$ cat src/rtl/tx_engine_pkg.sv
// Shared types, AXI constants and beat-math helpers for the AXI-to-AXIS tx engine.
package tx_engine_pkg;

  localparam logic [1:0] BURST_INCR       = 2'b01;
  localparam logic [3:0] CACHE_MODIFIABLE = 4'b0010;
  localparam logic [1:0] RESP_OKAY        = 2'b00;

  // ID table entries are stored at these widths; the engine zero-extends into them.
  localparam int ENTRY_ADDR_W = 64;
  localparam int ENTRY_LEN_W  = 16;
  localparam int MAX_BYTES    = 64;

  typedef struct packed {
    logic                    valid;
    logic [ENTRY_ADDR_W-1:0] addr;
    logic [ENTRY_LEN_W-1:0]  len;
  } id_entry_t;

  typedef enum logic {AR_EMPTY = 1'b0, AR_FULL = 1'b1} ar_state_t;
  typedef enum logic {R_IDLE = 1'b0, R_BURST = 1'b1} r_state_t;

  function automatic int bytes_per_beat(input int data_width);
    return data_width / 8;
  endfunction

  // AXI arlen = number of beats minus one.
  function automatic logic [7:0] calc_arlen(input logic [ENTRY_LEN_W-1:0] len, input int bytes);
    int beats;
    beats = (int'(len) + bytes - 1) / bytes;
    return 8'(beats - 1);
  endfunction

  // Low-order byte lanes valid on the final beat; a full final beat keeps every lane.
  function automatic logic [MAX_BYTES-1:0] last_keep_mask(input logic [ENTRY_LEN_W-1:0] rem,
                                                          input int bytes);
    int n;
    logic [MAX_BYTES-1:0] m;
    n = (int'(rem) == bytes) ? bytes : (int'(rem) % bytes);
    for (int i = 0; i < MAX_BYTES; i++) begin
      m[i] = (i < n);
    end
    return m;
  endfunction

  function automatic logic [7:0] popcount(input logic [MAX_BYTES-1:0] v);
    logic [7:0] c;
    c = 8'd0;
    for (int i = 0; i < MAX_BYTES; i++) begin
      c = c + 8'(v[i]);
    end
    return c;
  endfunction

endpackage

$ cat src/rtl/tx_free_fifo.sv
// Generic synchronous FIFO; accepts a push while full if a pop happens in the same cycle.
module tx_free_fifo #(
  parameter int WIDTH      = 32,
  parameter int DEPTH_LOG2 = 2
) (
  input  logic             clk,
  input  logic             rst,
  input  logic             push,
  input  logic [WIDTH-1:0] push_data,
  output logic             full,
  input  logic             pop,
  output logic [WIDTH-1:0] pop_data,
  output logic             empty
);

  localparam int DEPTH = 2**DEPTH_LOG2;
  localparam logic [DEPTH_LOG2-1:0] PTR_ONE = DEPTH_LOG2'(1);
  localparam logic [DEPTH_LOG2:0]   CNT_ONE = (DEPTH_LOG2+1)'(1);
  localparam logic [DEPTH_LOG2:0]   CNT_MAX = (DEPTH_LOG2+1)'(DEPTH);

  logic [WIDTH-1:0]      mem_r [DEPTH];
  logic [DEPTH_LOG2-1:0] wr_ptr_r;
  logic [DEPTH_LOG2-1:0] rd_ptr_r;
  logic [DEPTH_LOG2:0]   count_r;
  logic                  do_push_s;
  logic                  do_pop_s;

  // Status flags, qualified handshakes and read port.
  always_comb begin
    full      = (count_r == CNT_MAX);
    empty     = (count_r == '0);
    do_pop_s  = pop & ~empty;
    do_push_s = push & (~full | do_pop_s);
    pop_data  = mem_r[rd_ptr_r];
  end

  // Storage write; contents need no reset because count_r guards every read.
  always_ff @(posedge clk) begin
    if (do_push_s) begin
      mem_r[wr_ptr_r] <= push_data;
    end
  end

  // Pointer and occupancy tracking.
  always_ff @(posedge clk or posedge rst) begin
    if (rst) begin
      wr_ptr_r <= '0;
      rd_ptr_r <= '0;
      count_r  <= '0;
    end else begin
      if (do_push_s) wr_ptr_r <= wr_ptr_r + PTR_ONE;
      if (do_pop_s)  rd_ptr_r <= rd_ptr_r + PTR_ONE;
      case ({do_push_s, do_pop_s})
        2'b10:   count_r <= count_r + CNT_ONE;
        2'b01:   count_r <= count_r - CNT_ONE;
        default: count_r <= count_r;
      endcase
    end
  end

endmodule

$ cat src/rtl/axi_to_axis_tx_engine.sv
// Fetches scheduled packets over AXI4 read (one burst per ID) and streams them to AXIS,
// returning each buffer address through a decoupled free queue.
// Optional build macro TX_STATS_EN adds packet/byte counters (stat_pkts_o, stat_bytes_o).
module axi_to_axis_tx_engine
  import tx_engine_pkg::*;
#(
  parameter int AXI_ADDR_WIDTH       = 32,
  parameter int DATA_WIDTH           = 64,
  parameter int PACKET_SIZE_WIDTH    = 11,
  parameter int AXI_ID_WIDTH         = 2,
  parameter int FREE_FIFO_DEPTH_LOG2 = 2
) (
  input  logic                         clk_i,
  input  logic                         rst_i,
  input  logic                         sched_valid_i,
  input  logic [AXI_ADDR_WIDTH-1:0]    sched_addr_i,
  input  logic [PACKET_SIZE_WIDTH-1:0] sched_len_i,
  output logic                         sched_ready_o,
  output logic [AXI_ID_WIDTH-1:0]      m_axi_arid_o,
  output logic [AXI_ADDR_WIDTH-1:0]    m_axi_araddr_o,
  output logic [7:0]                   m_axi_arlen_o,
  output logic [2:0]                   m_axi_arsize_o,
  output logic [1:0]                   m_axi_arburst_o,
  output logic                         m_axi_arlock_o,
  output logic [3:0]                   m_axi_arcache_o,
  output logic [2:0]                   m_axi_arprot_o,
  output logic [3:0]                   m_axi_arqos_o,
  output logic                         m_axi_arvalid_o,
  input  logic                         m_axi_arready_i,
  input  logic [AXI_ID_WIDTH-1:0]      m_axi_rid_i,
  input  logic [DATA_WIDTH-1:0]        m_axi_rdata_i,
  input  logic [1:0]                   m_axi_rresp_i,
  input  logic                         m_axi_rlast_i,
  input  logic                         m_axi_rvalid_i,
  output logic                         m_axi_rready_o,
  output logic                         m_axis_tvalid_o,
  output logic [DATA_WIDTH-1:0]        m_axis_tdata_o,
  output logic [DATA_WIDTH/8-1:0]      m_axis_tkeep_o,
  output logic                         m_axis_tlast_o,
  input  logic                         m_axis_tready_i,
  output logic [AXI_ADDR_WIDTH-1:0]    free_addr_o,
  output logic                         free_valid_o,
  input  logic                         free_ready_i,
  output logic                         rresp_err_o,
`ifdef TX_STATS_EN
  output logic                         idle_o,
  output logic [31:0]                  stat_pkts_o,
  output logic [47:0]                  stat_bytes_o
`else
  output logic                         idle_o
`endif
);

  localparam int BYTES   = bytes_per_beat(DATA_WIDTH);
  localparam int NUM_IDS = 2**AXI_ID_WIDTH;
  localparam logic [2:0] AR_SIZE = 3'($clog2(BYTES));
  localparam logic [ENTRY_LEN_W-1:0] BEAT_BYTES = ENTRY_LEN_W'(BYTES);

  id_entry_t                 id_table_r [NUM_IDS];
  logic [AXI_ID_WIDTH-1:0]   free_id_s;
  logic                      free_found_s;
  logic                      any_valid_s;

  ar_state_t                 ar_state_r, ar_state_next_s;
  logic [AXI_ID_WIDTH-1:0]   ar_id_r;
  logic [AXI_ADDR_WIDTH-1:0] ar_addr_r;
  logic [7:0]                ar_len_r;
  logic                      ar_accept_s;
  logic                      sched_accept_s;

  r_state_t                  r_state_r, r_state_next_s;
  logic [ENTRY_LEN_W-1:0]    beat_cnt_r;
  logic [ENTRY_LEN_W-1:0]    rem_s;
  logic [ENTRY_LEN_W-1:0]    cur_len_s;
  logic [ENTRY_ADDR_W-1:0]   cur_addr_s;
  logic [MAX_BYTES-1:0]      last_mask_s;
  logic                      gate_s;
  logic                      r_beat_s;
  logic                      r_last_beat_s;
  logic                      resp_err_r;

  logic                      fifo_full_s;
  logic                      fifo_empty_s;
  logic                      fifo_pop_s;
  logic                      unused_bits_s;

  // Lowest-index free ID and whether any ID is in flight.
  always_comb begin
    free_id_s    = '0;
    free_found_s = 1'b0;
    any_valid_s  = 1'b0;
    for (int i = NUM_IDS - 1; i >= 0; i--) begin
      if (!id_table_r[i].valid) begin
        free_id_s    = AXI_ID_WIDTH'(i);
        free_found_s = 1'b1;
      end else begin
        any_valid_s  = 1'b1;
      end
    end
  end

  // ID table: release on the accepted rlast beat, allocation takes priority on the same ID.
  always_ff @(posedge clk_i or posedge rst_i) begin
    if (rst_i) begin
      for (int i = 0; i < NUM_IDS; i++) id_table_r[i] <= '0;
    end else begin
      for (int i = 0; i < NUM_IDS; i++) begin
        if (r_last_beat_s && (m_axi_rid_i == AXI_ID_WIDTH'(i))) id_table_r[i].valid <= 1'b0;
        if (sched_accept_s && (free_id_s == AXI_ID_WIDTH'(i))) begin
          id_table_r[i] <= '{valid: 1'b1,
                             addr:  ENTRY_ADDR_W'(sched_addr_i),
                             len:   ENTRY_LEN_W'(sched_len_i)};
        end
      end
    end
  end

  // AR slot state register.
  always_ff @(posedge clk_i or posedge rst_i) begin
    if (rst_i) ar_state_r <= AR_EMPTY;
    else       ar_state_r <= ar_state_next_s;
  end

  // AR slot next state: refills on the same edge it drains so descriptors stream without bubbles.
  always_comb begin
    ar_state_next_s = ar_state_r;
    case (ar_state_r)
      AR_EMPTY: ar_state_next_s = sched_accept_s ? AR_FULL : AR_EMPTY;
      AR_FULL:  ar_state_next_s = (ar_accept_s && !sched_accept_s) ? AR_EMPTY : AR_FULL;
      default:  ar_state_next_s = AR_EMPTY;
    endcase
  end

  // AR slot outputs and descriptor handshake.
  always_comb begin
    m_axi_arvalid_o = (ar_state_r == AR_FULL);
    ar_accept_s     = m_axi_arvalid_o & m_axi_arready_i;
    sched_ready_o   = ~rst_i & ((ar_state_r == AR_EMPTY) | ar_accept_s) & free_found_s;
    sched_accept_s  = sched_valid_i & sched_ready_o;
  end

  // AR slot payload, held stable while arvalid waits for arready.
  always_ff @(posedge clk_i or posedge rst_i) begin
    if (rst_i) begin
      ar_id_r   <= '0;
      ar_addr_r <= '0;
      ar_len_r  <= 8'd0;
    end else if (sched_accept_s) begin
      ar_id_r   <= free_id_s;
      ar_addr_r <= sched_addr_i;
      ar_len_r  <= calc_arlen(ENTRY_LEN_W'(sched_len_i), BYTES);
    end
  end

  assign m_axi_arid_o    = ar_id_r;
  assign m_axi_araddr_o  = ar_addr_r;
  assign m_axi_arlen_o   = ar_len_r;
  assign m_axi_arsize_o  = AR_SIZE;
  assign m_axi_arburst_o = BURST_INCR;
  assign m_axi_arlock_o  = 1'b0;
  assign m_axi_arcache_o = CACHE_MODIFIABLE;
  assign m_axi_arprot_o  = 3'b000;
  assign m_axi_arqos_o   = 4'b0000;

  // R first-beat flag register.
  always_ff @(posedge clk_i or posedge rst_i) begin
    if (rst_i) r_state_r <= R_IDLE;
    else       r_state_r <= r_state_next_s;
  end

  // R next state: a burst opens on its first accepted beat and closes on rlast.
  always_comb begin
    r_state_next_s = r_state_r;
    case (r_state_r)
      R_IDLE:  r_state_next_s = (r_beat_s && !m_axi_rlast_i) ? R_BURST : R_IDLE;
      R_BURST: r_state_next_s = r_last_beat_s ? R_IDLE : R_BURST;
      default: r_state_next_s = R_IDLE;
    endcase
  end

  // R pass-through; only the rlast beat is held back, and only while the free queue is full.
  always_comb begin
    cur_len_s       = id_table_r[m_axi_rid_i].len;
    cur_addr_s      = id_table_r[m_axi_rid_i].addr;
    rem_s           = (r_state_r == R_IDLE) ? cur_len_s : beat_cnt_r;
    last_mask_s     = last_keep_mask(rem_s, BYTES);
    gate_s          = ~(m_axi_rlast_i & fifo_full_s);
    m_axis_tvalid_o = ~rst_i & m_axi_rvalid_i & gate_s;
    m_axi_rready_o  = ~rst_i & m_axis_tready_i & gate_s;
    m_axis_tdata_o  = m_axi_rdata_i;
    m_axis_tlast_o  = m_axi_rlast_i;
    m_axis_tkeep_o  = m_axi_rlast_i ? last_mask_s[BYTES-1:0] : {BYTES{1'b1}};
    r_beat_s        = m_axi_rvalid_i & m_axi_rready_o;
    r_last_beat_s   = r_beat_s & m_axi_rlast_i;
    unused_bits_s   = ^{cur_addr_s, last_mask_s};
  end

  // Bytes remaining in the current burst, counted down one beat at a time.
  always_ff @(posedge clk_i or posedge rst_i) begin
    if (rst_i)         beat_cnt_r <= '0;
    else if (r_beat_s) beat_cnt_r <= rem_s - BEAT_BYTES;
  end

  // Sticky error flag for any non-OKAY read response.
  always_ff @(posedge clk_i or posedge rst_i) begin
    if (rst_i)                                       resp_err_r <= 1'b0;
    else if (r_beat_s && (m_axi_rresp_i != RESP_OKAY)) resp_err_r <= 1'b1;
  end

  assign rresp_err_o  = resp_err_r;
  assign fifo_pop_s   = free_ready_i;
  assign free_valid_o = ~fifo_empty_s;
  assign idle_o       = ~any_valid_s & fifo_empty_s;

  tx_free_fifo #(
    .WIDTH      (AXI_ADDR_WIDTH),
    .DEPTH_LOG2 (FREE_FIFO_DEPTH_LOG2)
  ) u_free_fifo (
    .clk       (clk_i),
    .rst       (rst_i),
    .push      (r_last_beat_s),
    .push_data (AXI_ADDR_WIDTH'(cur_addr_s)),
    .full      (fifo_full_s),
    .pop       (fifo_pop_s),
    .pop_data  (free_addr_o),
    .empty     (fifo_empty_s)
  );

`ifdef TX_STATS_EN
  logic [31:0] stat_pkts_r;
  logic [47:0] stat_bytes_r;

  // Wrap-around packet and byte counters over accepted AXIS beats.
  always_ff @(posedge clk_i or posedge rst_i) begin
    if (rst_i) begin
      stat_pkts_r  <= 32'd0;
      stat_bytes_r <= 48'd0;
    end else if (r_beat_s) begin
      stat_bytes_r <= stat_bytes_r + 48'(popcount(MAX_BYTES'(m_axis_tkeep_o)));
      if (m_axi_rlast_i) stat_pkts_r <= stat_pkts_r + 32'd1;
    end
  end

  assign stat_pkts_o  = stat_pkts_r;
  assign stat_bytes_o = stat_bytes_r;
`endif

endmodule

$ cat config.mk
export PLATFORM = sky130hd
export DESIGN_NAME = axi_to_axis_tx_engine
export DESIGN_NICKNAME = d
export VERILOG_FILES = /design/src/rtl/tx_engine_pkg.sv /design/src/rtl/tx_free_fifo.sv /design/src/rtl/axi_to_axis_tx_engine.sv
export SDC_FILE = /design/constraint.sdc
export NUM_CORES = 1
export LEC_CHECK = 0
export CORE_MARGIN = 2
export CORE_UTILIZATION = 54
export DETAILED_ROUTE_END_ITERATION = 8
export PLACE_DENSITY = 0.84
export SLEW_MARGIN = 40
export SYNTH_ARGS = -nofsm -noshare
export SYNTH_HDL_FRONTEND = slang
export SYNTH_SLANG_ARGS = --single-unit
export TNS_END_PERCENT = 20
$ cat constraint.sdc
create_clock -name clk_i -period 25 [get_ports clk_i]
set_clock_uncertainty 0.15 [all_clocks]
set_input_delay 6.25 -clock clk_i [delete_from_list [all_inputs] [get_ports clk_i]]
set_output_delay 6.25 -clock clk_i [all_outputs]
set_load 0.03 [all_outputs]
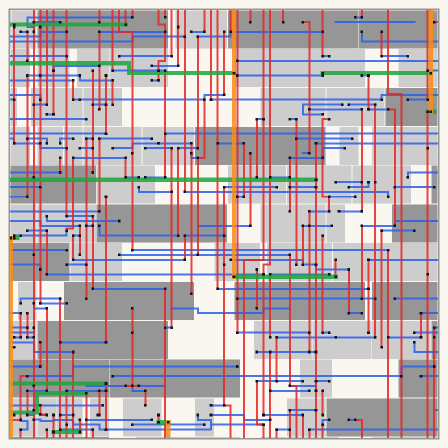
*Zoomed window*
Region (74, 38) to (104, 68) um. Cells in gray, sequential cells in the stronger gray; small squares are vias.
Key: met3 = green; met2 = red; met4 = orange; met1 = blue
Sequential cells in the window: 13. Netlist names of flops here include id_table_r (7), beat_cnt_r (3), u_free_fifo.wr_ptr_r (2). 54 logic cells have their middle in the window. Most frequent: dfrtp_1 (13), mux2_2 (7).

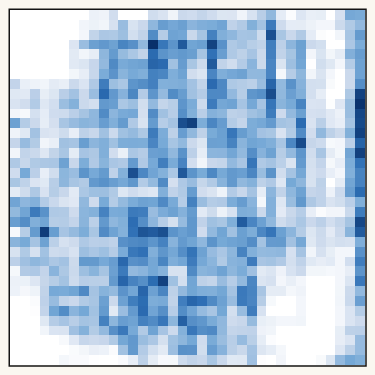
*Signal metal coverage by tile*
(2 px per um) The die is cut into 36 by 36 equal tiles; white is low, dark blue is high, scaled to the fullest tile. Values are wire area over tile area, all layers added.
26% of the tiles are over half the peak. The fullest tile reaches 0.51. 10% of the tiles are nearly empty. The emptiest ninth of the die: south-east. The mean over all tiles is 0.17.

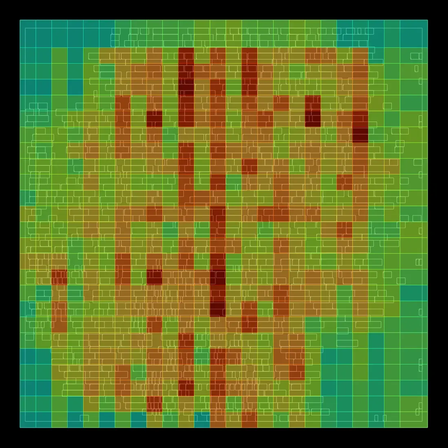
*Routing congestion map*
GR Util met2: 0.375
met1 GRT Util: 0.282
routed wire length per instance: 22.3 um
Core Util, Final: 0.634

==> out/summary.txt <==
crit path to = m_axis_tkeep_o[2]
Registers, synthesis = 372
Crit Path Class = in2out
Final Cell Area = 0.0188 mm2
first-pass GRT wire length = 53500 um
largest net degree at the start of global routing = 89
met3 routed WL = 1890 um
grt ovf = 0
vias per inst = 5.82
Simple Share, Synth = 0.0390
aoi share = 0.0235
GR Util All Layers = 0.221
comb area leader = multiplexers
status = complete, no violations
slew at the pin closest to its max-slew limit = 0.771 ns
Post-Route M1 WL = 13500 um
Final ANT Viol Nets = 0
Final Hold Violating Endpoints = 0
ys cells = 1030
hold buffers post-CTS = 0
Num Clock Sinks = 372
unrepaired setup endpoints after global routing = false
Mux area share = 0.253
met3 Resource Use GR = 0.0349
worst setup path start = m_axi_rid_i[1]
Post-Syn Area = 0.0163 mm2
Post-synth ARST share = 0.656
Top Layout Cells = 242 x dfrtp_1, 211 x mux2_2, 142 x clkdlybuf4s50_1, 128 x edfxtp_1, 68 x mux4_2
Port Buf Inserts = 144
setup bufs post-CTS = 0
top cell type by total area after synthesis = dfrtp_1
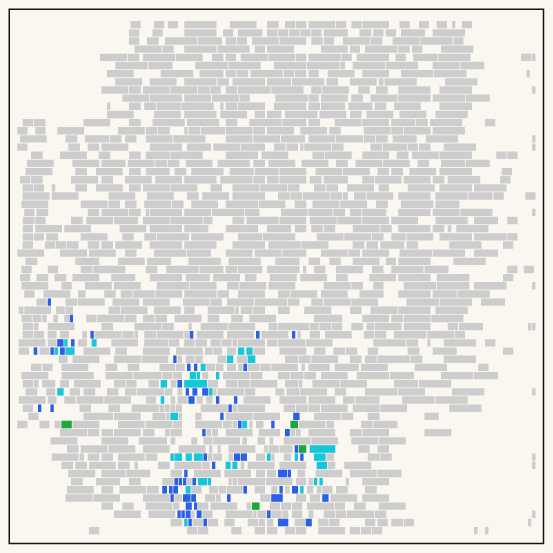
*Gate families picked out*
(3 px per um)
Key: NAND gates = blue [cells 67]; NOR gates = cyan [cells 37]; AND-OR and OR-AND gates = green [cells 4, where south]
fin cells: 1524
logic share of the area: 0.294

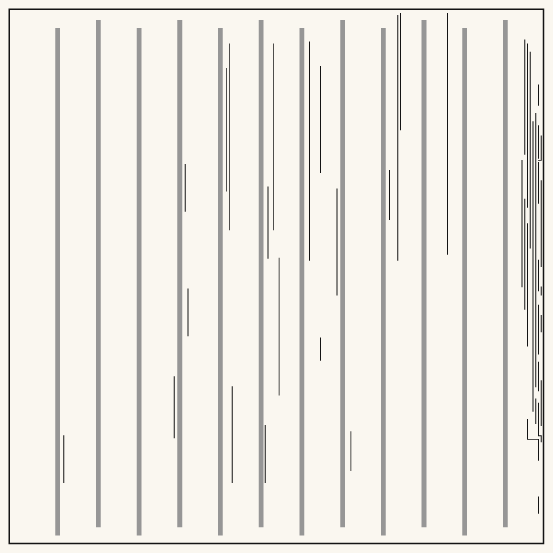
*Signal wires on met4*
(3 px per um) Supply wires on this layer in gray.
The wires run mostly vertical. The layer carries 1370 um of wire. 34 nets have wire on it. The longest straight run is 96.6 um.

==> layout make-up <==
type,instances,area share
Sequential cell,372,0.530
Timing Repair Buffer,155,0.0830
Clock inverter,19,0.00992
Clock buffer,49,0.0538
Tap cell,390,0.0260
Inverter,16,0.00359
Antenna cell,2,0.000266
Multi-Input combinational cell,521,0.294
==> worst min path at each step <==
stage	from	endpoint	slack, ns	cells after the start
2_1_floorplan	beat_cnt_r[9]	beat_cnt_r[9]	0.30	2
3_3_place_gp	rresp_err_o	rresp_err_o	0.30	1
3_5_place_dp	rresp_err_o	rresp_err_o	0.31	1
4_1_cts	rresp_err_o	rresp_err_o	0.33	1
5_1_grt	rresp_err_o	rresp_err_o	0.35	1
6_report	rresp_err_o	rresp_err_o	0.32	1
==> report_power, final <==
part	leakage, nW	switching [mW]	total (mW)	internal (mW)
Combinational	2.64	0.386	0.793	0.407
Sequential	4.08	0.133	0.999	0.866
Clock	0.586	0.225	0.544	0.318
==> cells in the mapped netlist, types with 4 or more instances <==
cell type	n
mux4_2	68
a21oi_1	9
nor2_1	15
clkbuf_1	35
buf_2	5
o21ai_0	23
a31oi_1	4
ha_1	7
dfrtp_1	244
and3_1	7
mux2i_1	14
nand2b_1	5
buf_4	83
a221oi_1	5
xor2_1	7
inv_1	16
nand2_1	44
nand3_1	10
nor3_1	7
mux2_2	211
nor2b_1	6
xnor2_1	13
buf_1	11
nand4_1	4
edfxtp_1	128
and2_1	4
==> logic make-up after synthesis <==
logic type,Yosys count
AND-OR/OR-AND,59
XOR/XNOR,20
adder cells (fa/ha/maj),8
buffers and inverters,152
flip-flops,372
multiplexers,296
other,2
AND/OR/NAND/NOR,121
==> critical path: cells and delay by family <==
family | cells | cell delay [ns]
muxes | 2 | 0.62
buffers and inverters | 4 | 1.43
and+or+nand+nor | 3 | 0.96
Power and IR drop assume default switching activity.
